### src/rtl/img_op_scheduler.sv
// rtl/img_op_scheduler.sv - image-operation command queue, engine issue FSM and watchdog (optional stats: IMG_SCHED_STATS_EN)
module img_op_scheduler #(
    parameter int DEPTH          = 4,
    parameter int TIMEOUT_CYCLES = 65536
) (
    input  logic                       clk,
    input  logic                       rst,
    input  logic                       cmd_valid,
    input  logic [1:0]                 cmd_op,
    output logic                       cmd_ready,
    output logic                       cmd_rejected,
    output logic                       eng_start,
    output logic [1:0]                 eng_op,
    input  logic                       mirror_done,
    input  logic                       gray_done,
    input  logic                       filter_done,
    output logic                       busy,
    output logic                       op_done,
    output logic [1:0]                 op_done_id,
    output logic                       timeout_err,
    input  logic                       err_clr,
    output logic [$clog2(DEPTH):0]     queue_count,
    output logic [15:0]                done_cnt
);

    localparam int AW = $clog2(DEPTH);
    localparam int CW = AW + 1;
    localparam int WW = $clog2(TIMEOUT_CYCLES) + 1;
    localparam logic [WW-1:0] WD_LAST = WW'(TIMEOUT_CYCLES - 1);
    localparam logic [WW-1:0] WD_MAX  = '1;

    typedef enum logic [2:0] {
        S_IDLE,
        S_START,
        S_WAIT,
        S_FINISH,
        S_ERR
    } state_t;

    state_t          state;
    state_t          state_next;
    logic [1:0]      mem [DEPTH];
    logic [AW-1:0]   wr_ptr;
    logic [AW-1:0]   rd_ptr;
    logic [CW-1:0]   count;
    logic [1:0]      cur_op;
    logic [WW-1:0]   watchdog;
    logic            full;
    logic            push;
    logic            pop;
    logic            match;

    assign full = (count == CW'(DEPTH));
    // Reserved op 3 never occupies a slot; it only produces a reject pulse.
    assign push = cmd_valid && !full && (cmd_op != 2'd3);
    // Only IDLE pops, so ERR naturally blocks issue while still accepting pushes.
    assign pop  = (state == S_IDLE) && (count != '0);

    // Each op has its own done flag; flags belonging to other ops are ignored.
    always_comb begin
        match = 1'b0;
        case (cur_op)
            2'd0:    match = mirror_done;
            2'd1:    match = gray_done;
            2'd2:    match = filter_done;
            default: match = 1'b0;
        endcase
    end

    // FIFO storage; contents need no reset because count gates every read.
    always_ff @(posedge clk) begin
        if (push) begin
            mem[wr_ptr] <= cmd_op;
        end
    end

    // FIFO pointers and occupancy; pointers wrap naturally at power-of-2 depth.
    always_ff @(posedge clk) begin
        if (rst) begin
            wr_ptr <= '0;
            rd_ptr <= '0;
            count  <= '0;
        end else begin
            if (push) wr_ptr <= wr_ptr + 1'b1;
            if (pop)  rd_ptr <= rd_ptr + 1'b1;
            case ({push, pop})
                2'b10:   count <= count + 1'b1;
                2'b01:   count <= count - 1'b1;
                default: count <= count;
            endcase
        end
    end

    // Registered reject pulse for a reserved op that would otherwise have been accepted.
    always_ff @(posedge clk) begin
        if (rst) begin
            cmd_rejected <= 1'b0;
        end else begin
            cmd_rejected <= cmd_valid && !full && (cmd_op == 2'd3);
        end
    end

    // State register.
    always_ff @(posedge clk) begin
        if (rst) begin
            state <= S_IDLE;
        end else begin
            state <= state_next;
        end
    end

    // Next-state logic; a done match beats watchdog expiry in the same cycle.
    always_comb begin
        state_next = state;
        case (state)
            S_IDLE:   if (count != '0) state_next = S_START;
            S_START:  state_next = S_WAIT;
            S_WAIT: begin
                if (match) begin
                    state_next = S_FINISH;
                end else if (watchdog == WD_LAST) begin
                    state_next = S_ERR;
                end
            end
            S_FINISH: state_next = S_IDLE;
            S_ERR:    if (err_clr) state_next = S_IDLE;
            default:  state_next = S_IDLE;
        endcase
    end

    // Current op captured at pop; held until the next pop so eng_op stays stable.
    always_ff @(posedge clk) begin
        if (rst) begin
            cur_op <= 2'd0;
        end else if (pop) begin
            cur_op <= mem[rd_ptr];
        end
    end

    // Watchdog: cleared at issue, counts every WAIT cycle, saturates at all-ones.
    always_ff @(posedge clk) begin
        if (rst) begin
            watchdog <= '0;
        end else if (state == S_START) begin
            watchdog <= '0;
        end else if ((state == S_WAIT) && (watchdog != WD_MAX)) begin
            watchdog <= watchdog + 1'b1;
        end
    end

    // Sticky timeout flag: set on entry to ERR, cleared only by err_clr.
    always_ff @(posedge clk) begin
        if (rst) begin
            timeout_err <= 1'b0;
        end else if ((state == S_WAIT) && (state_next == S_ERR)) begin
            timeout_err <= 1'b1;
        end else if ((state == S_ERR) && err_clr) begin
            timeout_err <= 1'b0;
        end
    end

`ifdef IMG_SCHED_STATS_EN
    // Completed-op counter, wrapping at 16 bits.
    always_ff @(posedge clk) begin
        if (rst) begin
            done_cnt <= 16'd0;
        end else if (state == S_FINISH) begin
            done_cnt <= done_cnt + 16'd1;
        end
    end
`else
    assign done_cnt = 16'd0;
`endif

    assign cmd_ready   = !full;
    assign queue_count = count;
    assign eng_start   = (state == S_START);
    assign eng_op      = cur_op;
    assign busy        = (state != S_IDLE);
    assign op_done     = (state == S_FINISH);
    assign op_done_id  = (state == S_FINISH) ? cur_op : 2'd0;

endmodule

### config.mk
export PLATFORM = sky130hd
export DESIGN_NAME = img_op_scheduler
export DESIGN_NICKNAME = d
export VERILOG_FILES = /design/src/rtl/img_op_scheduler.sv
export SDC_FILE = /design/constraint.sdc
export NUM_CORES = 1
export LEC_CHECK = 0
export CAP_MARGIN = 30
export CELL_PAD_IN_SITES_DETAIL_PLACEMENT = 0
export CELL_PAD_IN_SITES_GLOBAL_PLACEMENT = 2
export CORE_UTILIZATION = 34
export CTS_CLUSTER_DIAMETER = 200
export DETAILED_ROUTE_END_ITERATION = 8
export HOLD_SLACK_MARGIN = 0.03
export PLACE_DENSITY = 0.81
export SYNTH_ARGS = -nofsm -noshare
export SYNTH_HDL_FRONTEND = slang
export SYNTH_SLANG_ARGS = --single-unit
### constraint.sdc
create_clock -name clk -period 4.36 [get_ports clk]
set_input_delay 0.654 -clock clk [delete_from_list [all_inputs] [get_ports clk]]
set_output_delay 0.654 -clock clk [all_outputs]
set_load 0.02 [all_outputs]
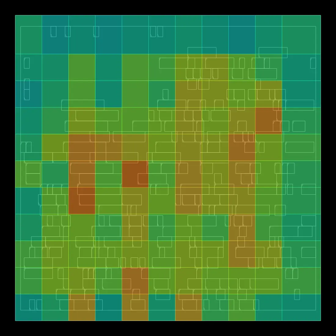
(images/final_congestion.png)
met3 track utilization from global routing: 4.48%
most heavily used metal layer in global routing: met2
met2 Usage GRT: 20.9%
total global-route track usage: 12.8%

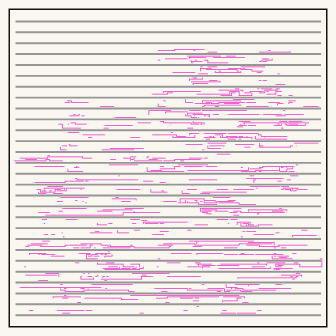
(images/met1.png)
(4 px per um) Supply wires on this layer in grey.
main direction: horizontal
share of all routed wire: 48%
longest straight run: 27.1 um

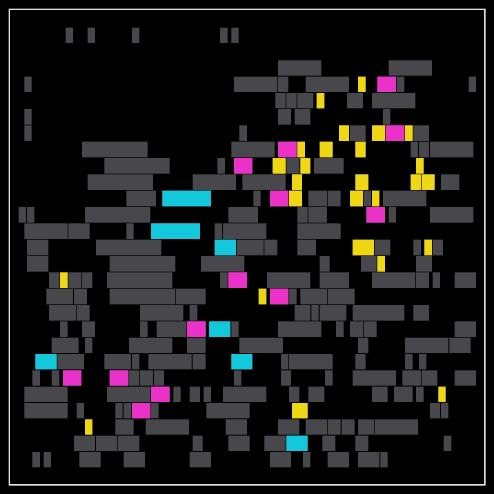
(images/gate_families.png)
(6 px per um)
[yellow] NAND gates | cells: 26 | most used: nand2_1
[cyan] multiplexers | cells: 7 | most used: mux2i_1
[magenta] XOR/XNOR gates | cells: 13 | most used: xor2_1
combinational fraction of the cell area: 44.3%
most common cell after layout, fill and taps aside: sky130_fd_sc_hd__dfxtp_1
non-filler instance count after layout: 305

==> flow_summary.yaml <==
# physical design summary
worst_setup_path:
  timing.critical_path.to_type: "register"
  critPathCapture: "queue_count[2]"
  r2r_setup_slack_ns: 1.84
  setup.worst_path.class: "reg -> reg"
  critPathLaunchType: "register"
  reg2reg_to: "queue_count[2]"
  r2r.worst_path.cells: 8
  worstPathMaxFanout: 9
  crit_path_start: "state[2]"
  worstReg2RegStart: "state[2]"
  critical_path_arrival_ns: 2.73
grt:
  initial_antenna_violation_count: 0
  grt.overflow.total: 0
  maximum_number_of_pins_on_one_net_before_global_route_repair: 18
  grt_first_pass_wirelength_um: 6140
  via_count_of_the_first_global_routing_pass: 1331
hold_path:
  worstHoldPathType: "reg -> reg"
  hold_path.startpoint: "watchdog[15]"
  worstHoldPathCells: 2
  whs_endpoint: "watchdog[15]"
floorplan:
  vertical_die_dimension_um: 79.0
  fp.dieArea_um2: 6240
  floorplanUtilization_pct: 36.0
  die_w_um: 79.0
  pin_count: 38
  fp.coreArea_um2: 5610
  num_rows: 27
  nWellTaps: 72
sta:
  clock.fmax_ghz: 0.397
  timing_worst_slew_pin_value_ns: 0.721
  hold_violations: 0
  fin_skew_ns: 0.00511
  final.setup.worst_slack_ns: 1.84
  fin_hold_ws_ns: 0.474
  setup-violations-final: 0
  period_used_pct: 57.8
  timing.final.crit_period_ns: 2.52
  timing.max_slew.rel_slack_pct: 51.7
  fin_max_slew_vios: 0
  setup_repair_after_global_routing_missed_its_margin: "no"
  timing.setup.tns_ns: 0
power_and_ir_drop:
  vdd.ir_drop.worst_v: 0.000205
  pwr_density_nw_per_um2: 490
  power_leakage_nw: 0.850
  p_total_w: 0.00113
cells_and_area:
  diodes: 0
  clockBufferCount: 7
  multi_input_comb_cells: 156
  ff_count: 39
  drive_above_1_share_pct: 6.44
  area_occupied_by_registers_um2: 861
  area_dominant_class: "logic gates"
  final_layout_top_logic_cells: "sky130_fd_sc_hd__dfxtp_1, sky130_fd_sc_hd__nor2_1, sky130_fd_sc_hd__clkdlybuf4s50_1"
  final_net_count: 250
  final_core_utilization_pct: 41.2
  reg_top3: "watchdog: 17 flops, mem: 8 flops"
  layout.filler_cells: 600
  synthToLayoutAreaGrowth_pct: 14.6
  layout.buffer.nonclock.area_share_pct: 9.10
  area_used_by_multi_input_combinational_logic_um2: 1020
  clkCellAreaFrac_pct: 3.95
  largest_register_ff_count: 17
  max_flop_register: "watchdog"
  buffers_excl_clock: 21
  postLayoutCellArea_um2: 2310
  count_of_inverters_other_than_clock_inverters_in_the_layout: 9
  area.share.sequential_pct: 37.2
logic_synthesis:
  ys_sh_adder_pct: 5.96
  postSynthCellCount: 210
  synthFlopType: "sky130_fd_sc_hd__dfxtp_1"
  yosys-mux-area-fraction_pct: 4.71
  enable_flop_cells: 8
  synth.cellmix.simpleShare_pct: 24.8
  yosys_register_bits: 39
  synth.cellmix.xorXnorShare_pct: 5.65
  yosys-stat-cells: 210
  netlist_logic_family_top: "simple AND/OR/NAND/NOR gates"
  ys_chip_area_um2: 2020
  yosys_warnings: 0
  synthesis.area_um2: 2020
  postSynthSeqShare_pct: 42.7
  ys_sh_aoi_pct: 6.76
  synthDominantCellAreaShare_pct: 30.8
  synth_cell_type_count: 47
  netlist.top_cell.by_instances: "sky130_fd_sc_hd__dfxtp_1"
  yosysTopAreaCell: "sky130_fd_sc_hd__dfxtp_1"
  post_synth.cell_area_avg_um2: 9.60
  ys_top_cells_by_count: "sky130_fd_sc_hd__dfxtp_1, sky130_fd_sc_hd__nor2_1, sky130_fd_sc_hd__buf_4"
  top_cells_by_area: "sky130_fd_sc_hd__dfxtp_1, sky130_fd_sc_hd__edfxtp_1, sky130_fd_sc_hd__buf_4"
clock_tree:
  clk_path_buf_depth: 2
  cts_hold_repair.buffers: 0
  clock_sinks: 39
  tritoncts: "built"
  cts-htree-levels: 2
  cts_made_buffers: 5
  post_cts_setup_repair_bufs: 0
  clk_transition_reported_paths_ns: 0.07
  cts-resized-gates: 0
  insertion_delay_ns: 0.29
  root_buffer_cell: "sky130_fd_sc_hd__clkbuf_8"
placement:
  buffer_ports.inserted: 21
  post-place-cells: 297
  place_congestion: 0.689
  placement.setup.worst_slack_ns: 1.56
  post_dp_cell_area_um2: 2220
  post-dp-hpwl_um: 2670
routing:
  drt-total-wl_um: 3690
  routed-wl-met3_um: 120
  dr_total_vias: 1438
  wl_per_cell_um: 12.1
  drc: 0
  detailedRoute.firstPassIterationCount: 4
  wl_met2_um: 1750
  routed.top_layer: "met4"
  detailedRoute.firstIterationViolations: 92
  ant_nets: 0
  routedLengthMet1_um: 1780
  vias_per_cell: 4.71
flow_run:
  warning_count: 30
  drv_cap: 0
status:
  status: "complete, no violations"
==> where the power goes <==
part           leakage (nW)  internal (W)  total, W  switching [W]
registers             0.325      0.000416  0.000477      0.0000609
logic                 0.478      0.000188  0.000405       0.000217
clock network        0.0482      0.000128  0.000250       0.000122
==> critical path, stage by stage (launching register included) <==
cell                      delay (ns)
sky130_fd_sc_hd__dfxtp_1        0.41
sky130_fd_sc_hd__or3_1          0.49
sky130_fd_sc_hd__nor2_2         0.30
sky130_fd_sc_hd__ha_1           0.24
sky130_fd_sc_hd__inv_1          0.06
sky130_fd_sc_hd__fa_1           0.37
sky130_fd_sc_hd__xor2_1         0.15
sky130_fd_sc_hd__or3_1          0.30
sky130_fd_sc_hd__a21oi_1        0.13
No activity file was given, so power comes from the tool's default toggle rates.
